==> run_1/layer_met1.png <==
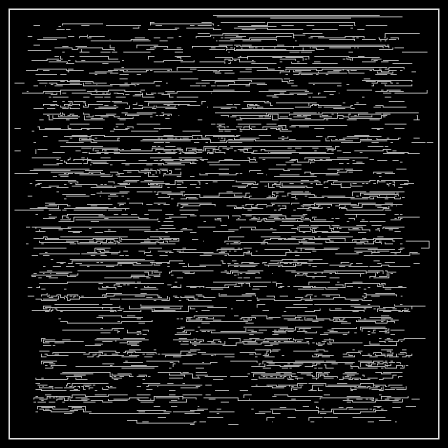
==> run_1/layer_met2.png <==
Bar = 20 um.
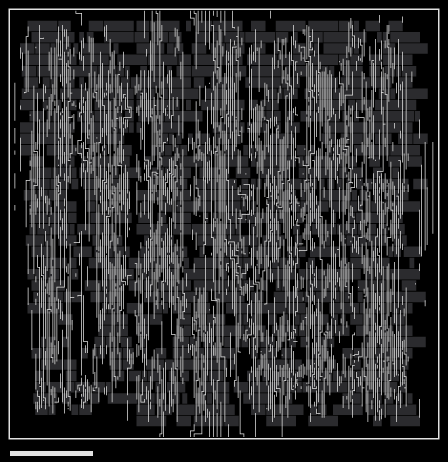
==> run_1/layer_met3.png <==
Bar = 20 um.
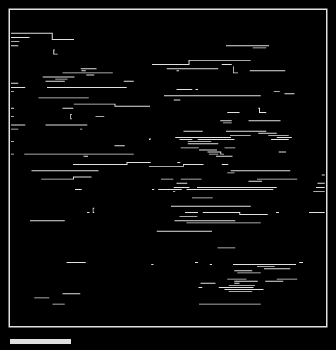
**src/rtl/rc_settle_monitor.sv**
```systemverilog
// Observer for an RC model stage: on every step of v_in, measures how long v_out takes to
// settle inside a +/-TOL band around the new target, and tracks overshoot, peak error and timeout.
module rc_settle_monitor #(
  parameter int unsigned WIDTH   = 8,
  parameter int unsigned TOL     = 2,
  parameter int unsigned HOLD    = 4,
  parameter int unsigned TIMEOUT = 1000,
  parameter int unsigned CNT_W   = 16
) (
  input  logic             clk,
  input  logic             rst,
  input  logic [WIDTH-1:0] v_in,
  input  logic [WIDTH-1:0] v_out,
  output logic             busy,
  output logic             done,
  output logic             settled,
  output logic             timed_out,
  output logic             overshoot,
  output logic [CNT_W-1:0] settle_cycles,
  output logic [WIDTH-1:0] max_err
);

  // Two spare bits so target + TOL and v_out + TOL never wrap.
  localparam int unsigned      ExtW       = WIDTH + 2;
  localparam logic [ExtW-1:0]  TolExt     = ExtW'(TOL);
  localparam logic [CNT_W-1:0] HoldCnt    = CNT_W'(HOLD);
  localparam logic [CNT_W-1:0] TimeoutCnt = CNT_W'(TIMEOUT);

  typedef enum logic [1:0] {StIdle, StTrack, StSettled, StTimeout} state_e;

  state_e           state_q;
  logic [WIDTH-1:0] v_in_q;
  logic [WIDTH-1:0] target_q;
  logic [WIDTH-1:0] start_q;
  logic [CNT_W-1:0] count_q;
  logic [CNT_W-1:0] hold_q;
  logic [CNT_W-1:0] entry_q;

  logic             step;
  logic             in_band;
  logic             over_hi;
  logic             over_lo;
  logic             settle_now;
  logic             timeout_now;
  logic [CNT_W-1:0] count_n;
  logic [CNT_W-1:0] hold_n;
  logic [CNT_W-1:0] entry_n;
  logic [WIDTH-1:0] err;
  logic [ExtW-1:0]  out_ext;
  logic [ExtW-1:0]  tgt_ext;

  always_comb begin
    step        = (v_in != v_in_q);
    count_n     = (&count_q) ? count_q : count_q + CNT_W'(1);
    err         = (v_out >= target_q) ? v_out - target_q : target_q - v_out;
    in_band     = (ExtW'(err) <= TolExt);
    out_ext     = ExtW'(v_out);
    tgt_ext     = ExtW'(target_q);
    over_hi     = (target_q > start_q) && (out_ext > tgt_ext + TolExt);
    over_lo     = (target_q < start_q) && (out_ext + TolExt < tgt_ext);
    hold_n      = hold_q + CNT_W'(1);
    // The in-band run starts at this edge when no run was in progress.
    entry_n     = (hold_q == '0) ? count_n : entry_q;
    settle_now  = in_band && (hold_n == HoldCnt);
    timeout_now = !settle_now && (count_n == TimeoutCnt);
  end

  always_ff @(posedge clk) begin
    v_in_q <= v_in;
    done   <= 1'b0;
    if (rst) begin
      state_q       <= StIdle;
      target_q      <= '0;
      start_q       <= '0;
      count_q       <= '0;
      hold_q        <= '0;
      entry_q       <= '0;
      settled       <= 1'b0;
      timed_out     <= 1'b0;
      overshoot     <= 1'b0;
      settle_cycles <= '0;
      max_err       <= '0;
    end else if (step) begin
      // A new step overrides any resolution that would have happened on this edge.
      state_q   <= StTrack;
      target_q  <= v_in;
      start_q   <= v_out;
      count_q   <= '0;
      hold_q    <= '0;
      max_err   <= '0;
      overshoot <= 1'b0;
      settled   <= 1'b0;
      timed_out <= 1'b0;
    end else if (state_q == StTrack) begin
      count_q <= count_n;
      if (err > max_err) max_err <= err;
      if (over_hi || over_lo) overshoot <= 1'b1;
      if (in_band) begin
        hold_q  <= hold_n;
        entry_q <= entry_n;
      end else begin
        hold_q <= '0;
      end
      if (settle_now) begin
        state_q       <= StSettled;
        settled       <= 1'b1;
        settle_cycles <= entry_n;
        done          <= 1'b1;
      end else if (timeout_now) begin
        state_q       <= StTimeout;
        timed_out     <= 1'b1;
        settle_cycles <= '1;
        done          <= 1'b1;
      end
    end
  end

  assign busy = (state_q == StTrack);

endmodule

```
**config.mk**
```make
export PLATFORM = sky130hd
export DESIGN_NAME = rc_settle_monitor
export DESIGN_NICKNAME = d
export VERILOG_FILES = /design/src/rtl/rc_settle_monitor.sv
export SDC_FILE = /design/constraint.sdc
export NUM_CORES = 1
export LEC_CHECK = 0
export CAP_MARGIN = 20
export CORE_MARGIN = 2
export CORE_UTILIZATION = 65
export CTS_BUF_LIST = sky130_fd_sc_hd__clkbuf_4
export CTS_CLUSTER_SIZE = 25
export DETAILED_ROUTE_END_ITERATION = 10
export GPL_TIMING_DRIVEN = 0
export PLACE_DENSITY_LB_ADDON = 0.12
export SETUP_SLACK_MARGIN = 0.1
export SKIP_CTS_REPAIR_TIMING = 1
export SYNTH_ARGS = -nofsm -noshare
export SYNTH_HDL_FRONTEND = slang
export SYNTH_SLANG_ARGS = --single-unit
export TNS_END_PERCENT = 10
```
**constraint.sdc**
```tcl
create_clock -name clk -period 8.1 [get_ports clk]
set_clock_uncertainty 0.05 [all_clocks]
set_input_delay 0.81 -clock clk [delete_from_list [all_inputs] [get_ports clk]]
set_output_delay 0.81 -clock clk [all_outputs]
set_load 0.03 [all_outputs]
```
==> ds_physical_params.txt, run 1 <==
Physical design parameters

Parameter                              Value

Status
  Result of the run .................. complete, no violations

Critical path
  Worst reg-to-reg path cell count .................. 18
  Startpoint kind of the worst setup timing path .................. primary input
  Critical path buffer and inverter count .................. 4
  Largest driver fanout on the critical path .................. 10
  Worst setup startpoint .................. v_out[0]
  Termination of the worst setup path .................. max_err[5]$_SDFFE_PP0P_
  Reg2reg start .................. target_q[1]$_SDFFE_PP0P_
  Cell depth of the worst setup path .................. 21
  Cells along the critical path .................. clkdlybuf4s50_1, inv_1, ha_1, inv_1, fa_1, a211oi_4, o21ai_2, a311oi_4, nor2_1, a21oi_1, xor2_1, ha_1, a21o_1, a21o_1, a21oi_1, nor2b_1, a2111o_1, o311ai_1, clkbuf_1, nor2_1, a211oi_1
  Register-to-register setup slack .................. about 3 ns
  Class of the most critical setup path .................. in2reg
  Endpoint arrival time on the critical path .................. 5.75 ns
  Worst path max stage delay .................. ~0.57 ns

Synthesis
  Ao+oa area frac .................. 19.4%
  Mapped Cells .................. 805
  Cell type contributing the most total cell area after synthesis .................. sky130_fd_sc_hd__dfxtp_1
  Post-synth seq share .................. about a third
  Synth Area in Simple Gates .................. a little over a fifth
  FFs w/ async S/R, synth .................. 0%
  Number of nets at floorplan .................. 875
  Main flop type after synthesis .................. sky130_fd_sc_hd__dfxtp_1
  Yosys stat cell total .................. 805
  Share of synthesized area spent on multiplexers .................. roughly 4.5%
  Combined area of all synthesized cells .................. ~6400 um2
  Yosys-reported design area after synthesis .................. 6390 um2
  Synth warn .................. 0
  Flip-flops with a built-in enable .................. 0
  Avg Cell Area, Syn .................. a little under 8 um2
  Top non-seq family .................. simple AND/OR/NAND/NOR gates

Final timing
  Final critical delay including setup and external delays .................. roughly 5.4 ns
  Hold Fails Final Rpt .................. 0
  Setup tns final .................. 0 ns
  Maximum clock frequency .................. about 180 MHz
  Slew Limit Headroom .................. 27.0%
  Post-route fraction of the period consumed by the critical path .................. approximately two thirds
  Final Setup Violations .................. 0

Finish
  Clock buffer instance count of the final layout .................. 9
  Combined area of the multi-input logic cells .................. slightly below 4000 um2
  P&R area growth vs syn .................. 11.9%
  Inverter count .................. between 60 and 70
  Non-clock buffering overhead in the final layout .................. slightly below 9%
  Final Cell Area .................. 7150 um2
  Antenna fix cells .................. 0
  Logic share of the area .................. a little over half
  Seq_cells .................. around 100
  Area used by sequential logic in the layout .................. between 2000 and 2500 um2
  Fraction of layout cells with a size suffix above 1 .................. around 4.8%
  Final-stage net count .................. just over 900
  Dominant class by area .................. multi-input combinational cells
  Non-Clock Buffer Count .................. 88

Run
  Number of max-cap violations .................. 0

Clocking
  Clock transition at path regs .................. around 0.15 ns
  Total CTS buffers .................. 9
  Clock buffer depth .................. 2
  Sink count of the clock tree .................. 102
  Clock latency reported for the late side of the worst-skew pair .................. around 0.48 ns

Routing
  Iter 0 DRT Violations .................. around 250
  Amount of wire on met2 after detailed routing .................. between 8000 and 9000 um
  Via/cell ratio .................. 6.08
  Metal3 WL .................. ~1000 um
  Length of routed wiring on met1 .................. approximately 6900 um

Global routing
  M3 GR Usage .................. under 10%
  Pin count of the biggest net entering global routing .................. 18
  Via count of the first global-routing pass .................. 5782
  GRT busiest layer .................. met2
  Global-route wire length before repair .................. approximately 27000 um
  Overall routing resource usage .................. 32.9%

Floorplan
  Count of inserted tapcells .................. approximately 130
  Fraction of the core area occupied by cells at floorplan .................. 66.3%
  Std-Cell Core Area .................. slightly below 10000 um2
  Site row count .................. 36
  Die Height .................. roughly 100 um

Power
  Power density normalized to cell area .................. roughly 140 nW/um2
  Clock Power Share .................. 27.3%
  Proportion of total power due to net switching .................. 30.2%
  Gate power share .................. approximately a fifth
  Top power group .................. sequential cells
  Register share of total power .................. a little over half
  Power consumed by the clock network .................. ~270 uW
  Peak VDD IR .................. roughly 120 uV
  Power spent charging and discharging nets .................. approximately 300 uW

Place
  GP Congestion .................. between 0.9 and 1
  Placed cell area .................. ~7000 um2
  Dpl hpwl .................. between 10000 and 15000 um
  Port Buffers .................. approximately 45

Hold path
  Hold Crit Depth .................. 2
## Picture notes: layer_met1.png
nets with wire on the layer	876
main direction	horizontal
longest straight run	44.6 um
wire length on this layer	6920 um

## Picture notes: layer_met2.png
share of all routed wire	50%
wire length on this layer	8530 um
overall via count from detail_route: 6078
routed wire length: 16900 um
met2 GRT Util: 57.2%

## Picture notes: layer_met3.png
longest straight run	35.4 um
share of all routed wire	6.1%
nets with wire on the layer	89

## run 1: flip-flops by register name, summed over array words and instances, names as in the netlist
signal         flops
settled            1
settle_cycles     16
target_q           8
v_in_q             8
start_q            8
entry_q           16
hold_q            16
state_q            2
overshoot          1
timed_out          1
done               1
max_err            8
count_q           16
## run 1: stage by stage
stage	setup slack (ns)	std cells	util (%)	hold WS (ns)	power, mW
final	2.69	999	74.1	0.422	0.981
after global routing	2.36	999	74.1	0.448	1.03
after CTS	2.74	999	74.1	0.426	0.982
after detailed placement	2.24	983	72.7	0.405	0.720
after global placement	2.37	983	72.7	0.396	0.713
after floorplan	3.30	805	-	0.396	0.666
==> run 2, diff against run 1 <==
--- a/config.mk
+++ b/config.mk
@@ -7,7 +7,7 @@
 export LEC_CHECK = 0
 export CAP_MARGIN = 20
 export CORE_MARGIN = 2
-export CORE_UTILIZATION = 65
+export CORE_UTILIZATION = 55
 export CTS_BUF_LIST = sky130_fd_sc_hd__clkbuf_4
 export CTS_CLUSTER_SIZE = 25
 export DETAILED_ROUTE_END_ITERATION = 10
==> constraint.sdc (replaced) <==
create_clock -name clk -period 4.56 [get_ports clk]
set_clock_uncertainty 0.05 [all_clocks]
set_input_delay 0.456 -clock clk [delete_from_list [all_inputs] [get_ports clk]]
set_output_delay 0.456 -clock clk [all_outputs]
set_load 0.03 [all_outputs]
==> run 2 against run 1 <==
Routed wire length is 0.86% higher. Core utilization decreased by 9.5 points. Sequential cell count did not move. Synthesized cell count did not move. Worst setup slack got worse by 2.5 ns. Count of clock-buffer cells in the layout stayed put. Clock power rose by 110%. Combinational power rose by 96%. First-iteration DRC count increased by 93%. Critical path depth down 3. Register-to-register slack got worse by 2.7 ns.
==> ds_physical_params.txt, run 2 <==
Physical design parameters

Parameter                              Value

Synthesis
  FFs w/ async S/R, synth .................. 0%
  Synth warn .................. 0
  Avg Cell Area, Syn .................. 7.93 um2
  Flip-flops with a built-in enable .................. 0
  Post-synthesis cell type count .................. just over 60
  Yosys stat cell total .................. a little over 800
  Share of synthesized area spent on multiplexers .................. 4.52%
  Main flop type after synthesis .................. sky130_fd_sc_hd__dfxtp_1
  Ao+oa area frac .................. about 19%
  Number of nets at floorplan .................. 875
  XOR/XNOR share of the synthesized area .................. 5.90%
  Synth Area in Simple Gates .................. roughly a fifth
  Post-synth seq share .................. around a third
  Cell type contributing the most total cell area after synthesis .................. sky130_fd_sc_hd__dfxtp_1
  Combined area of all synthesized cells .................. around 6400 um2
  Yosys-reported design area after synthesis .................. about 6400 um2
  Top non-seq family .................. simple AND/OR/NAND/NOR gates
  Mapped Cells .................. ~800
  Largest cells by area after synthesis .................. sky130_fd_sc_hd__dfxtp_1, sky130_fd_sc_hd__ha_1, sky130_fd_sc_hd__a21oi_1

Global routing
  Pin count of the biggest net entering global routing .................. 19
  Global-route wire length before repair .................. 28000 um
  Overall routing resource usage .................. between 20% and 30%
  Via count of the first global-routing pass .................. 5763

Finish
  Antenna fix cells .................. 1
  Dominant class by area .................. multi-input combinational cells
  Non-Clock Buffer Count .................. about 97
  Logic share of the area .................. approximately 54%
  Combined area of the multi-input logic cells .................. approximately 4000 um2
  Fill cell total of the finished layout .................. ~1000
  Multi-input combinational gate total .................. a little under 600
  Top library cells by usage in the layout, fill and taps aside .................. sky130_fd_sc_hd__dfxtp_1, sky130_fd_sc_hd__nor2_1, sky130_fd_sc_hd__a21oi_1
  Area used by sequential logic in the layout .................. ~2000 um2
  Final standard cell count with taps included and fillers excluded .................. slightly above 1000
  P&R area growth vs syn .................. 15.0%
  Fraction of layout cells with a size suffix above 1 .................. approximately 7.3%
  Clock buffer instance count of the final layout .................. 9
  Final Cell Area .................. 7350 um2
  Seq_cells .................. between 100 and 150
  Non-clock buffering overhead in the final layout .................. about a tenth
  Final-stage net count .................. approximately 940
  Inverter count .................. between 60 and 70
  Fraction of the core area covered by cells at the end of the flow .................. about 65%
  Commonest non-fill, non-tap cell in the layout .................. sky130_fd_sc_hd__dfxtp_1

Critical path
  Cell depth of the worst setup path .................. 18
  Critical path buffer and inverter count .................. 4
  Reg2reg start .................. target_q[3]$_SDFFE_PP0P_
  Class of the most critical setup path .................. in2reg
  Worst reg-to-reg path cell count .................. 17
  Startpoint kind of the worst setup timing path .................. primary input
  Cells along the critical path .................. clkdlybuf4s50_1, inv_1, ha_1, nand4b_1, o21ai_4, a311oi_4, buf_4, mux2i_1, xnor2_2, ha_1, a21o_1, a21oi_1, nor2b_1, a2111o_1, o311ai_4, buf_6, nor2_1, a211oi_1
  Endpoint arrival time on the critical path .................. about 4.7 ns
  Worst path max stage delay .................. between 0.6 and 0.7 ns
  Register-to-register setup slack .................. about 0.27 ns
  Largest driver fanout on the critical path .................. 7

Floorplan
  Fraction of the core area occupied by cells at floorplan .................. about 56%
  Count of inserted tapcells .................. approximately 140
  Die Height .................. between 100 and 150 um
  Number of top-level pins .................. approximately 47
  Std-Cell Core Area .................. about 11000 um2
  Site row count .................. 39

Power
  Top power group .................. sequential cells
  Clock Power Share .................. 30.1%
  Gate power share .................. between 20% and 30%
  Proportion of total power due to net switching .................. between 30 and 40%
  P_int .................. between 1 and 1.5 mW
  Combinational power .................. approximately 390 uW
  Power density normalized to cell area .................. between 200 and 300 nW/um2
  Seq power .................. around 910 uW
  Register share of total power .................. between 40% and 50%
  Power consumed by the clock network .................. 561 uW
  Total power of the final layout .................. 1.87 mW
  Peak VDD IR .................. between 150 and 200 uV
  Power spent charging and discharging nets .................. approximately 560 uW

Clocking
  Total CTS buffers .................. 9
  Clock buffer depth .................. 2
  Clock transition at path regs .................. 0.16 ns
  CTS tree .................. done
  Sink count of the clock tree .................. 102
  Clock latency reported for the late side of the worst-skew pair .................. ~0.49 ns

Hold path
  HP Start .................. rst
  Hold Crit Depth .................. 2
  Worst min path class .................. in2reg

Final timing
  Final Setup Violations .................. 0
  Maximum clock frequency .................. 230 MHz
  Final critical delay including setup and external delays .................. about 4.3 ns
  Worst Slack Setup Final .................. approximately 0.21 ns
  Post-route fraction of the period consumed by the critical path .................. 95.3%
  Fin Hold WS .................. about 0.28 ns
  Slew Limit Headroom .................. ~41%
  Hold Fails Final Rpt .................. 0
  Setup tns final .................. 0 ns

Place
  Dpl hpwl .................. 12700 um
  Placed cell area .................. 7020 um2
  Placement-stage worst setup slack .................. -0.952 ns
  Port Buffers .................. around 45
  Count of placed standard cells including taps .................. 993
  GP Congestion .................. roughly 0.92

Routing
  Iter 0 DRT Violations .................. roughly 480
  Routed wire length .................. between 15000 and 20000 um
  First-pass detailed-route iteration total .................. 5
  Overall via count from detail_route .................. ~6000
  Via/cell ratio .................. roughly 5.9

Status
  Result of the run .................. complete, no violations

Run
  Number of max-cap violations .................. 0
-- run 2: cell counts after synthesis --
Identical to the previous run, type by type.
-- run 2: routing by layer --
layer	track usage (%)	part of all wire, %	vias up
met5	0	0	-
met4	7.16	1.7	0
met3	5.23	5.3	24
met2	48.7	51	173
met1	34.0	42	2876
li1	-	-	2966
-- run 2: worst max path at each step --
stage | from | endpoint
after global routing | v_out[1] | max_err[6]$_SDFFE_PP0P_
after CTS | target_q[1]$_SDFFE_PP0P_ | max_err[3]$_SDFFE_PP0P_
after global placement | v_out[0] | max_err[3]$_SDFFE_PP0P_
final | v_out[1] | max_err[4]$_SDFFE_PP0P_
after detailed placement | v_out[0] | max_err[3]$_SDFFE_PP0P_
after floorplan | v_out[0] | max_err[3]$_SDFFE_PP0P_
==> run_2/layer_met2.png <==
Bar = 20 um.
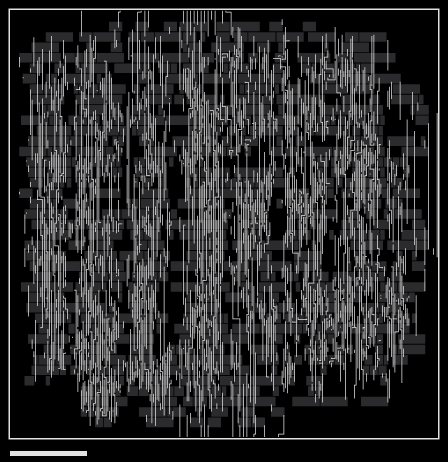
nets with wire on the layer	795
longest straight run	49.3 um
share of all routed wire	51%

==> run 3, diff against run 2 <==
--- a/config.mk
+++ b/config.mk
@@ -15,6 +15,7 @@
 export PLACE_DENSITY_LB_ADDON = 0.12
 export SETUP_SLACK_MARGIN = 0.1
 export SKIP_CTS_REPAIR_TIMING = 1
+export SLEW_MARGIN = 10
 export SYNTH_ARGS = -nofsm -noshare
 export SYNTH_HDL_FRONTEND = slang
 export SYNTH_SLANG_ARGS = --single-unit
==> run 3 against run 2 <==
Largest power group unchanged. Worst setup slack better by 0.012 ns. Total power about the same. Core utilization stayed put.
==> ds_physical_params.txt, run 3 <==
Physical design parameters

Parameter                              Value

Final timing
  Final critical delay including setup and external delays .................. between 4 and 5 ns
  Setup tns final .................. 0 ns
  Slew Limit Headroom .................. between 40% and 50%
  Fin Hold WS .................. roughly 0.28 ns
  Post-route fraction of the period consumed by the critical path .................. between 90% and 100%
  Worst Slack Setup Final .................. about 0.23 ns
  Final Setup Violations .................. 0
  Maximum clock frequency .................. between 200 and 250 MHz
  Hold Fails Final Rpt .................. 0
  RSZ-0062 raised after global routing .................. false

Synthesis
  Mapped Cells .................. around 810
  Combined area of all synthesized cells .................. ~6400 um2
  Most frequent cells after synthesis .................. sky130_fd_sc_hd__dfxtp_1, sky130_fd_sc_hd__nor2_1, sky130_fd_sc_hd__a21oi_1
  Post-synth seq share .................. 32.0%
  Yosys-reported design area after synthesis .................. 6390 um2
  Synth Register Bits .................. 102
  Number of nets at floorplan .................. between 800 and 900
  Cell type contributing the most total cell area after synthesis .................. sky130_fd_sc_hd__dfxtp_1
  Post-synthesis cell type count .................. 61
  Share of the synthesized area in the top cell type .................. between 30% and 40%
  FFs w/ async S/R, synth .................. 0%
  Avg Cell Area, Syn .................. between 7 and 8 um2
  Synth warn .................. 0
  Flip-flops with a built-in enable .................. 0
  Most frequent cell after synthesis .................. sky130_fd_sc_hd__dfxtp_1
  Largest cells by area after synthesis .................. sky130_fd_sc_hd__dfxtp_1, sky130_fd_sc_hd__ha_1, sky130_fd_sc_hd__a21oi_1
  Main flop type after synthesis .................. sky130_fd_sc_hd__dfxtp_1
  Yosys stat cell total .................. 805

Place
  Port Buffers .................. about 45
  GP Congestion .................. roughly 0.9
  Placement-stage worst setup slack .................. -0.952 ns
  Dpl hpwl .................. 12700 um
  Count of placed standard cells including taps .................. 993
  Placed cell area .................. roughly 7000 um2

Finish
  Inverter count .................. 67
  Non-clock buffering overhead in the final layout .................. between 9 and 10%
  Final standard cell count with taps included and fillers excluded .................. around 1000
  Final-stage net count .................. 940
  Logic share of the area .................. between 50% and 60%
  Fraction of the core area covered by cells at the end of the flow .................. about 65%
  Dominant class by area .................. multi-input combinational cells
  Non-Clock Buffer Count .................. 97
  Final Cell Area .................. 7350 um2
  Fraction of layout cells with a size suffix above 1 .................. about 7.3%
  Clock buffer instance count of the final layout .................. 9
  Seq_cells .................. roughly 100
  Fill cell total of the finished layout .................. approximately 1000
  Area used by sequential logic in the layout .................. a little over 2000 um2
  Combined area of the multi-input logic cells .................. about 4000 um2
  Commonest non-fill, non-tap cell in the layout .................. sky130_fd_sc_hd__dfxtp_1
  P&R area growth vs syn .................. 15.0%
  Antenna fix cells .................. 1
  Multi-input combinational gate total .................. just under 600
  Top library cells by usage in the layout, fill and taps aside .................. sky130_fd_sc_hd__dfxtp_1, sky130_fd_sc_hd__nor2_1, sky130_fd_sc_hd__a21oi_1

Routing
  Overall via count from detail_route .................. around 6000
  Uppermost routed layer .................. met4
  Amount of wire on met2 after detailed routing .................. about 8700 um
  Routed wire length .................. 17000 um
  Metal3 WL .................. approximately 1000 um
  Via/cell ratio .................. 5.95
  Length of routed wiring on met1 .................. around 7000 um
  First-pass detailed-route iteration total .................. 8
  Iter 0 DRT Violations .................. 494

Power
  Power density normalized to cell area .................. between 200 and 300 nW/um2
  Peak VDD IR .................. roughly 200 uV
  Total power of the final layout .................. approximately 1.9 mW
  Static power due to leakage .................. 2.75 nW

Critical path
  Endpoint arrival time on the critical path .................. 4.69 ns
  Termination of the worst setup path .................. max_err[4]$_SDFFE_PP0P_
  Cells along the critical path .................. clkdlybuf4s50_1, inv_1, ha_1, nand4b_1, o21ai_4, a311oi_4, buf_4, mux2i_1, xnor2_2, ha_1, a21o_1, a21oi_1, nor2b_1, a2111o_1, o311ai_4, buf_6, nor2_1, a211oi_1
  Startpoint kind of the worst setup timing path .................. primary input
  Critical path's top delay family .................. AND-OR/OR-AND gates
  Kind of capture point of the worst setup path .................. register
  Worst reg-to-reg path cell count .................. 18
  Critical path buffer and inverter count .................. 4
  Worst path max stage delay .................. roughly 0.65 ns
  Register-to-register setup slack .................. between 0.2 and 0.3 ns
  Class of the most critical setup path .................. in2reg
  Worst setup startpoint .................. v_out[1]
  Largest driver fanout on the critical path .................. 7
  Reg2reg start .................. target_q[0]$_SDFFE_PP0P_
  Cell depth of the worst setup path .................. 18

Hold path
  HP Start .................. rst
  Worst min path class .................. in2reg
  Hold Crit Depth .................. 2

Status
  Result of the run .................. complete, no violations

Floorplan
  Site row count .................. 39
  Count of inserted tapcells .................. around 140
  Die area .................. around 12000 um2
  Std-Cell Core Area .................. 11400 um2
  Fraction of the core area occupied by cells at floorplan .................. a little under three fifths
  Die Height .................. ~110 um
  Number of top-level pins .................. roughly 47

Global routing
  Pin count of the biggest net entering global routing .................. 19
  Via count of the first global-routing pass .................. 5763
  Overall routing resource usage .................. between 20 and 30%
  Number of antenna violations at the first check in global routing .................. 1
  Grt met1 use .................. around a third
  Global-route wire length before repair .................. about 28000 um
  GRT busiest layer .................. met2

Clocking
  Sink count of the clock tree .................. roughly 100
  Level count of the clock H-tree .................. 3
  Total CTS buffers .................. 9
  Clock latency reported for the late side of the worst-skew pair .................. 0.49 ns
  CTS tree .................. done
  Clock buffer depth .................. 2
  Clock transition at path regs .................. ~0.16 ns
  Clock root buffer .................. sky130_fd_sc_hd__clkbuf_4

Run
  Number of max-cap violations .................. 0
==> run 3: cell counts after synthesis <==
Identical to the previous run, type by type.
==> run 3: where the power goes <==
group          switching [mW]  internal, mW
logic                   0.221         0.169
registers              0.0101         0.904
clock network           0.331         0.230
==> run 3: cell families (layout without fill, tap and decap cells) <==
family,after synthesis,in the layout,share of synthesized area (%)
AOI/OAI and AO/OA,195,195,19.4
adders and majority gates,52,52,10.4
and+or+nand+nor,275,275,21.0
muxes,28,28,4.53
xor gates and xnor gates,43,43,5.90
buffers and inverters,110,180,6.80
other,0,1,0
DFF,102,102,32.0
==> run_3/congestion.png <==
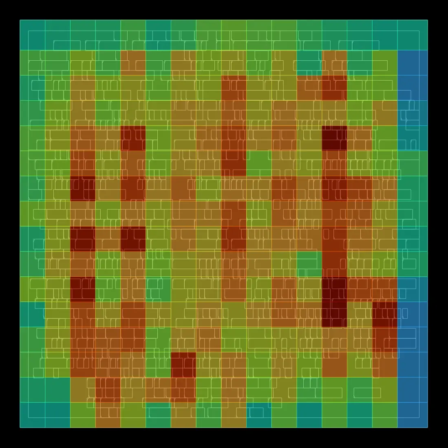
M3 GR Usage: 5.23%
met2 GRT Util: 48.7%

Power and IR drop assume default switching activity.
